### src/rtl/fnd_capture.sv
// fnd_capture: receive side of the FND segment encoder.
// Samples a multiplexed active-low 7-segment bus with a one-hot digit select.
// Each pattern that stays stable for STABLE_CYC synchronized cycles is decoded
// back to hex and stored per digit.
// Optional feature: define FND_CAPTURE_FRAME_EN to add o_frame. o_frame pulses
// once every digit has been captured at least once since the last pulse.
module fnd_capture #(
  parameter int unsigned N_DIG      = 4,
  parameter int unsigned STABLE_CYC = 4
) (
  input  logic               i_clk,
  input  logic               i_rst,
  input  logic [6:0]         i_seg,
  input  logic [N_DIG-1:0]   i_dig,
  input  logic               i_clr,
  output logic [4*N_DIG-1:0] o_hex,
  output logic [N_DIG-1:0]   o_blank,
  output logic [N_DIG-1:0]   o_err,
  output logic [N_DIG-1:0]   o_upd_dig
`ifdef FND_CAPTURE_FRAME_EN
  ,
  output logic               o_frame
`endif
);

  localparam logic [1:0] StWait   = 2'd0;
  localparam logic [1:0] StSettle = 2'd1;
  localparam logic [1:0] StHold   = 2'd2;

  localparam logic [7:0]       StableCyc = 8'(STABLE_CYC);
  localparam logic [N_DIG-1:0] DigOne    = N_DIG'(1);
  localparam logic [6:0]       SegBlank  = 7'b1111111;

  // Segment pattern to {valid, hex}. Bit order is g..a, active-low.
  function automatic logic [4:0] decode(input logic [6:0] seg);
    logic [4:0] r;
    case (seg)
      7'b1000000: r = 5'h10;
      7'b1111001: r = 5'h11;
      7'b0100100: r = 5'h12;
      7'b0110000: r = 5'h13;
      7'b0011001: r = 5'h14;
      7'b0010010: r = 5'h15;
      7'b0000010: r = 5'h16;
      7'b1011000: r = 5'h17;
      7'b0000000: r = 5'h18;
      7'b0011000: r = 5'h19;
      7'b0001000: r = 5'h1a;
      7'b0000011: r = 5'h1b;
      7'b0100111: r = 5'h1c;
      7'b0100001: r = 5'h1d;
      7'b0000110: r = 5'h1e;
      7'b0001110: r = 5'h1f;
      default:    r = 5'h00;
    endcase
    return r;
  endfunction

  logic [6:0]         seg_m, seg_s, seg_p;
  logic [N_DIG-1:0]   dig_m, dig_s, dig_p;
  logic [1:0]         state_q, state_d;
  logic [7:0]         cnt_q, cnt_d;
  logic               cap;
  logic               dig_onehot;
  logic               changed;
  logic [4:0]         dec;
  logic [4*N_DIG-1:0] hex_q, hex_d;
  logic [N_DIG-1:0]   blank_q, blank_d;
  logic [N_DIG-1:0]   err_q, err_d;
  logic [N_DIG-1:0]   upd_q, upd_d;

  // Two-flop synchronizers, plus a copy of the previous synchronized pair
  always_ff @(posedge i_clk or posedge i_rst) begin
    if (i_rst) begin
      seg_m <= '0;
      seg_s <= '0;
      seg_p <= '0;
      dig_m <= '0;
      dig_s <= '0;
      dig_p <= '0;
    end else begin
      seg_m <= i_seg;
      seg_s <= seg_m;
      seg_p <= seg_s;
      dig_m <= i_dig;
      dig_s <= dig_m;
      dig_p <= dig_s;
    end
  end

  assign dig_onehot = (dig_s != '0) && ((dig_s & (dig_s - DigOne)) == '0);
  assign changed    = {dig_s, seg_s} != {dig_p, seg_p};
  assign dec        = decode(seg_s);

  // Settle FSM: capture once per stable period of the synchronized pair
  always_comb begin
    state_d = state_q;
    cnt_d   = cnt_q;
    cap     = 1'b0;
    case (state_q)
      StWait: begin
        if (dig_onehot) begin
          state_d = StSettle;
          cnt_d   = 8'd1;
        end else begin
          cnt_d = 8'd0;
        end
      end
      StSettle: begin
        if (!dig_onehot) begin
          state_d = StWait;
          cnt_d   = 8'd0;
        end else if (changed) begin
          cnt_d = 8'd1;
        end else if (cnt_q >= StableCyc) begin
          cap     = 1'b1;
          state_d = StHold;
        end else begin
          cnt_d = cnt_q + 8'd1;
        end
      end
      StHold: begin
        if (!dig_onehot) begin
          state_d = StWait;
          cnt_d   = 8'd0;
        end else if (changed) begin
          state_d = StSettle;
          cnt_d   = 8'd1;
        end
      end
      default: begin
        state_d = StWait;
        cnt_d   = 8'd0;
      end
    endcase
  end

  // Register-file update for the selected digit
  always_comb begin
    hex_d   = hex_q;
    blank_d = blank_q;
    // A capture error on the same cycle as i_clr overrides the clear
    err_d   = i_clr ? '0 : err_q;
    upd_d   = cap ? dig_s : '0;
    for (int k = 0; k < N_DIG; k++) begin
      if (cap && dig_s[k]) begin
        if (dec[4]) begin
          hex_d[4*k +: 4] = dec[3:0];
          blank_d[k]      = 1'b0;
        end else if (seg_s == SegBlank) begin
          blank_d[k] = 1'b1;
        end else begin
          err_d[k] = 1'b1;
        end
      end
    end
  end

  // FSM and register-file state
  always_ff @(posedge i_clk or posedge i_rst) begin
    if (i_rst) begin
      state_q <= StWait;
      cnt_q   <= '0;
      hex_q   <= '0;
      blank_q <= '1;
      err_q   <= '0;
      upd_q   <= '0;
    end else begin
      state_q <= state_d;
      cnt_q   <= cnt_d;
      hex_q   <= hex_d;
      blank_q <= blank_d;
      err_q   <= err_d;
      upd_q   <= upd_d;
    end
  end

  assign o_hex     = hex_q;
  assign o_blank   = blank_q;
  assign o_err     = err_q;
  assign o_upd_dig = upd_q;

`ifdef FND_CAPTURE_FRAME_EN
  logic [N_DIG-1:0] seen_q, seen_d, seen_or;
  logic             frame_q, frame_d;

  // Seen mask: the capture that completes it fires o_frame and clears it
  always_comb begin
    seen_or = seen_q | upd_d;
    seen_d  = seen_q;
    frame_d = 1'b0;
    if (cap) begin
      if (seen_or == '1) begin
        frame_d = 1'b1;
        seen_d  = '0;
      end else begin
        seen_d = seen_or;
      end
    end
  end

  // Frame state
  always_ff @(posedge i_clk or posedge i_rst) begin
    if (i_rst) begin
      seen_q  <= '0;
      frame_q <= 1'b0;
    end else begin
      seen_q  <= seen_d;
      frame_q <= frame_d;
    end
  end

  assign o_frame = frame_q;
`endif

endmodule

### config.mk
export PLATFORM = sky130hd
export DESIGN_NAME = fnd_capture
export DESIGN_NICKNAME = d
export VERILOG_FILES = /design/src/rtl/fnd_capture.sv
export SDC_FILE = /design/constraint.sdc
export NUM_CORES = 1
export LEC_CHECK = 0
export CAP_MARGIN = 20
export CORE_MARGIN = 2
export CORE_UTILIZATION = 45
export DETAILED_ROUTE_END_ITERATION = 8
export MAX_ROUTING_LAYER = met4
export PLACE_DENSITY = 0.7
export SLEW_MARGIN = 20
export SYNTH_ARGS = -nofsm -noshare
export SYNTH_HDL_FRONTEND = slang
export SYNTH_SLANG_ARGS = --single-unit
### constraint.sdc
create_clock -name i_clk -period 2.4 [get_ports i_clk]
set_input_delay 0.48 -clock i_clk [delete_from_list [all_inputs] [get_ports i_clk]]
set_output_delay 0.48 -clock i_clk [all_outputs]
set_load 0.01 [all_outputs]
==> results.json <==
{
  "yosysTopAreaCell": "dfrtp_1",
  "crit_type": "register to register",
  "fillers": 536,
  "cts_buffers": 9,
  "cts_setup_buffers": 0,
  "floorplanUtilization_pct": 47.2,
  "yosys-stat-area_sq_mm": 0.00305,
  "top_area_share_pct": 55.0,
  "grt_max_degree": 42,
  "clk_pin_slew_ps": 70,
  "slew_headroom_pct": 51.4,
  "rsz0062_at_grt": "no",
  "reg2regPathDepth": 5,
  "cpLargestDelayFamily": "simple AND/OR/NAND/NOR gates",
  "common_cells": "67 x dfrtp_1, 22 x nor2_1, 20 x o21ai_0, 16 x nand2_1, 16 x xnor2_1",
  "switching_share_pct": 23.9,
  "globalplace.congestion": 1.01,
  "dr.max_layer_used": "met4",
  "pg_comb_w": 0.000161,
  "n_all_buffers": 60,
  "warning_count": 28,
  "syn_to_final_growth_pct": 26.1,
  "worst_ir_drop_vdd_v": 0.000385,
  "r2r-end": "o_hex[4]",
  "seqAreaFraction_pct": 46.4,
  "p_seq_share_pct": 53.1,
  "cp_max_fo": 8,
  "r2r_slack_ps": 180,
  "io_pins": 42,
  "fp_nets": 280,
  "async_flop_share_pct": 100,
  "pg_seq_w": 0.00126,
  "cts_hold_buf": 0,
  "pg_clk_w": 0.000947,
  "power_density_mw_per_mm2": 615,
  "p_int_w": 0.00180,
  "port_buffers": 41,
  "crit_required_ps": 2640,
  "cp.arrival_ps": 2470,
  "die_w_um": 86.3,
  "use_met2_pct": 27.0,
  "clock-root-buffer": "clkbuf_8",
  "synth_flops": 71,
  "flop-count": 71,
  "hold_viol": 0,
  "drt-met1-wl_um": 2680,
  "hold_depth": 0,
  "worst-path-buf-inv": 0,
  "p_clk_share_pct": 40.1,
  "hp-class": "register to register",
  "r2r-start": "seg_s[3]",
  "hpwl_um": 4200,
  "ys_seq_share_pct": 58.5,
  "firstDrtPassIters": 5,
  "tns_ps": 0,
  "comb_cells": 167,
  "inverters": 14,
  "avgSynthCellArea_sq_um": 11.5,
  "grt_pass1_wl_um": 10100,
  "top_power_group": "sequential cells",
  "cpMaxStageDelayCell": "or4_1",
  "cp-end-kind": "register",
  "worstPathCellList": "or4_1 -> a221o_1 -> and2_4 -> nor2_4 -> mux2_4",
  "drcViolationCount": 0,
  "ys.flop_type": "dfrtp_1",
  "buf_share_pct": 14.4,
  "min_to": "seg_s[1]",
  "ant_nets": 0,
  "finalSetupViolCount": 0,
  "status": "complete, no violations",
  "post-route-period-util_pct": 92.7,
  "cpPeakStageDelay_ps": 560,
  "cap_violations": 0,
  "synthDistinctLibCells": 49,
  "power_leakage_nw": 1.65,
  "combPwrFrac_pct": 6.8,
  "placed_cell_area_sq_mm": 0.00363,
  "diodes": 0,
  "clock_area_share_pct": 5.14,
  "yosysCellCount": 264,
  "clockBufferDepth": 2,
  "antenna_found_initial": 0,
  "avgRoutedWirePerCell_um": 14.6,
  "wl_met3_um": 370,
  "most_common_cell": "dfrtp_1",
  "synth.area.top_cells": "dfrtp_1 55%, xnor2_1 4.6%, mux2_4 3.9%, dfstp_2 3.4%, o21ai_0 3.3%",
  "synthCells": 264,
  "grt_pass1_vias": 2078,
  "comb_area_share_pct": 30.2,
  "tightest_slew_ps": 723,
  "layout.clock_buffers": 10,
  "via_per_inst": 5.40,
  "report.final.slew_viol_count": 0,
  "grt_usage_pct": 18.2,
  "grt_remaining_overflow": 0,
  "cts.htree.levels": 3,
  "logic_area_sq_mm": 0.00116,
  "edf_count": 0,
  "period_minus_slack_ps": 2220,
  "worst_setup_path_start_kind": "register",
  "largestClassByArea": "sequential cells",
  "drt-initial-drc-count": 161,
  "final_area_sq_mm": 0.00384,
  "regArea_sq_mm": 0.00178,
  "yosys_warnings": 0,
  "total_power_w": 0.00236,
  "coreArea_sq_mm": 0.00646,
  "rows": 29,
  "met2_length_um": 2780,
  "well_tap_count": 77,
  "num-nets-final": 339,
  "grt_busiest_layer": "met2",
  "max_freq_mhz": 450
}
## sequential cells by signal (all words and copies together), names as in the netlist, 7 cells and up
name,count
seg_m,7
seg_p,7
seg_s,7
cnt_q,8
o_hex,16
## stage by stage
step / util, % / setup slack, ps / hold slack (ps) / std cells
after CTS: 59.4 / 54.6 / 348 / 405
after floorplan: - / 130 / 331 / 264
final: 59.5 / 176 / 349 / 405
after global placement: 56.3 / 34.1 / 332 / 389
after global routing: 59.5 / 5.08 / 353 / 405
after detailed placement: 56.3 / -40.4 / 335 / 389
## cell usage in the layout, fill, tap and decap left out, drive strengths merged, types with 2 or more instances in the layout
master / instances
ha: 2
a41oi: 3
clkinvlp: 2
or4: 2
or2: 2
nor4b: 3
a31oi: 2
nand2: 16
clkdlybuf4s50: 41
mux2: 8
a21oi: 8
dfrtp: 67
clkbuf: 10
nand4: 8
nand2b: 7
nor3: 6
nand3: 6
o22ai: 5
dfstp: 4
buf: 19
xor2: 2
clkinv: 3
xnor2: 16
o21ai: 23
and3: 2
o32ai: 2
nor2: 26
inv: 14
and2: 3
## logic make-up after synthesis
family / synth area share [%]
adder cells (fa/ha/maj): 0.821
buffers and inverters: 3.78
XOR/XNOR: 5.17
AND-OR/OR-AND: 11.0
AND/OR/NAND/NOR: 16.5
multiplexers: 4.27
flip-flops: 58.5
## how the worst max path moves through the flow
stage / end / slack, ps / from / depth (start not counted)
5_1_grt: cnt_q[5] / 5 / seg_s[0] / 8
3_5_place_dp: o_hex[10] / -40 / seg_s[0] / 6
4_1_cts: o_hex[4] / 50 / seg_s[0] / 6
3_3_place_gp: o_hex[8] / 30 / seg_s[3] / 5
2_1_floorplan: cnt_q[0] / 130 / i_rst / 1
6_report: o_hex[4] / 180 / seg_s[3] / 5
**The metal 1 layer**

Supply wires on this layer in gray.
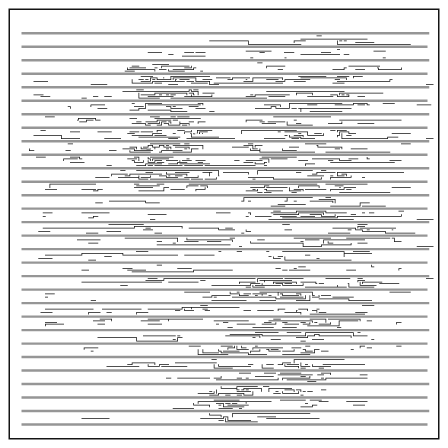
- main direction: horizontal
- share of all routed wire: 45%
via count: 2185
met1 Use GR: 23.8%
final WL: 5920 um

**Signal wires on met2**

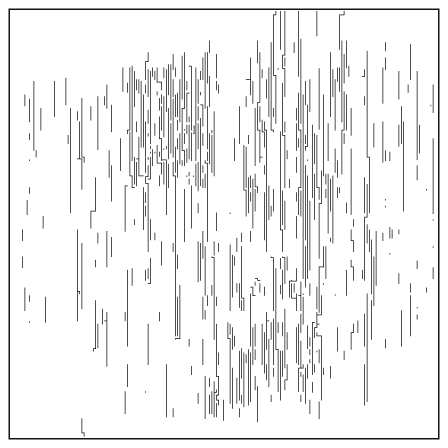
- nets with wire on the layer: 273
- main direction: vertical
- longest straight run: 37.1 um
- share of all routed wire: 47%

**Met3 routing**

Bar = 20 um.
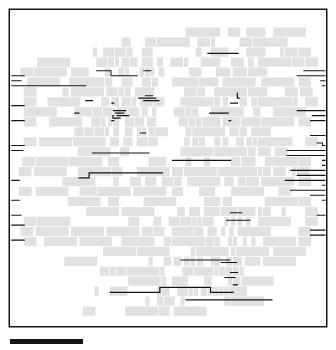
- main direction: horizontal
- share of all routed wire: 6.3%
- longest straight run: 23.5 um
- nets with wire on the layer: 53
- wire length on this layer: 371 um
met3 Usage GRT: 5.43%

**Met4 routing**

Supply wires on this layer in gray.
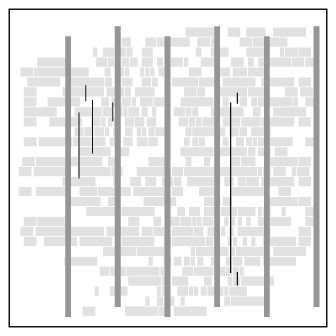
- wire length on this layer: 93.2 um
- share of all routed wire: 1.6%
- longest straight run: 46.2 um
- main direction: vertical
- nets with wire on the layer: 3

**Clock nets**

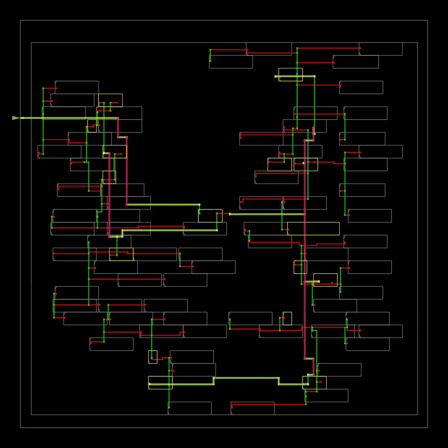
CTS sink cnt: 71
clk_skew: 12.6 ps
Worst-Skew Late Latency: 360 ps

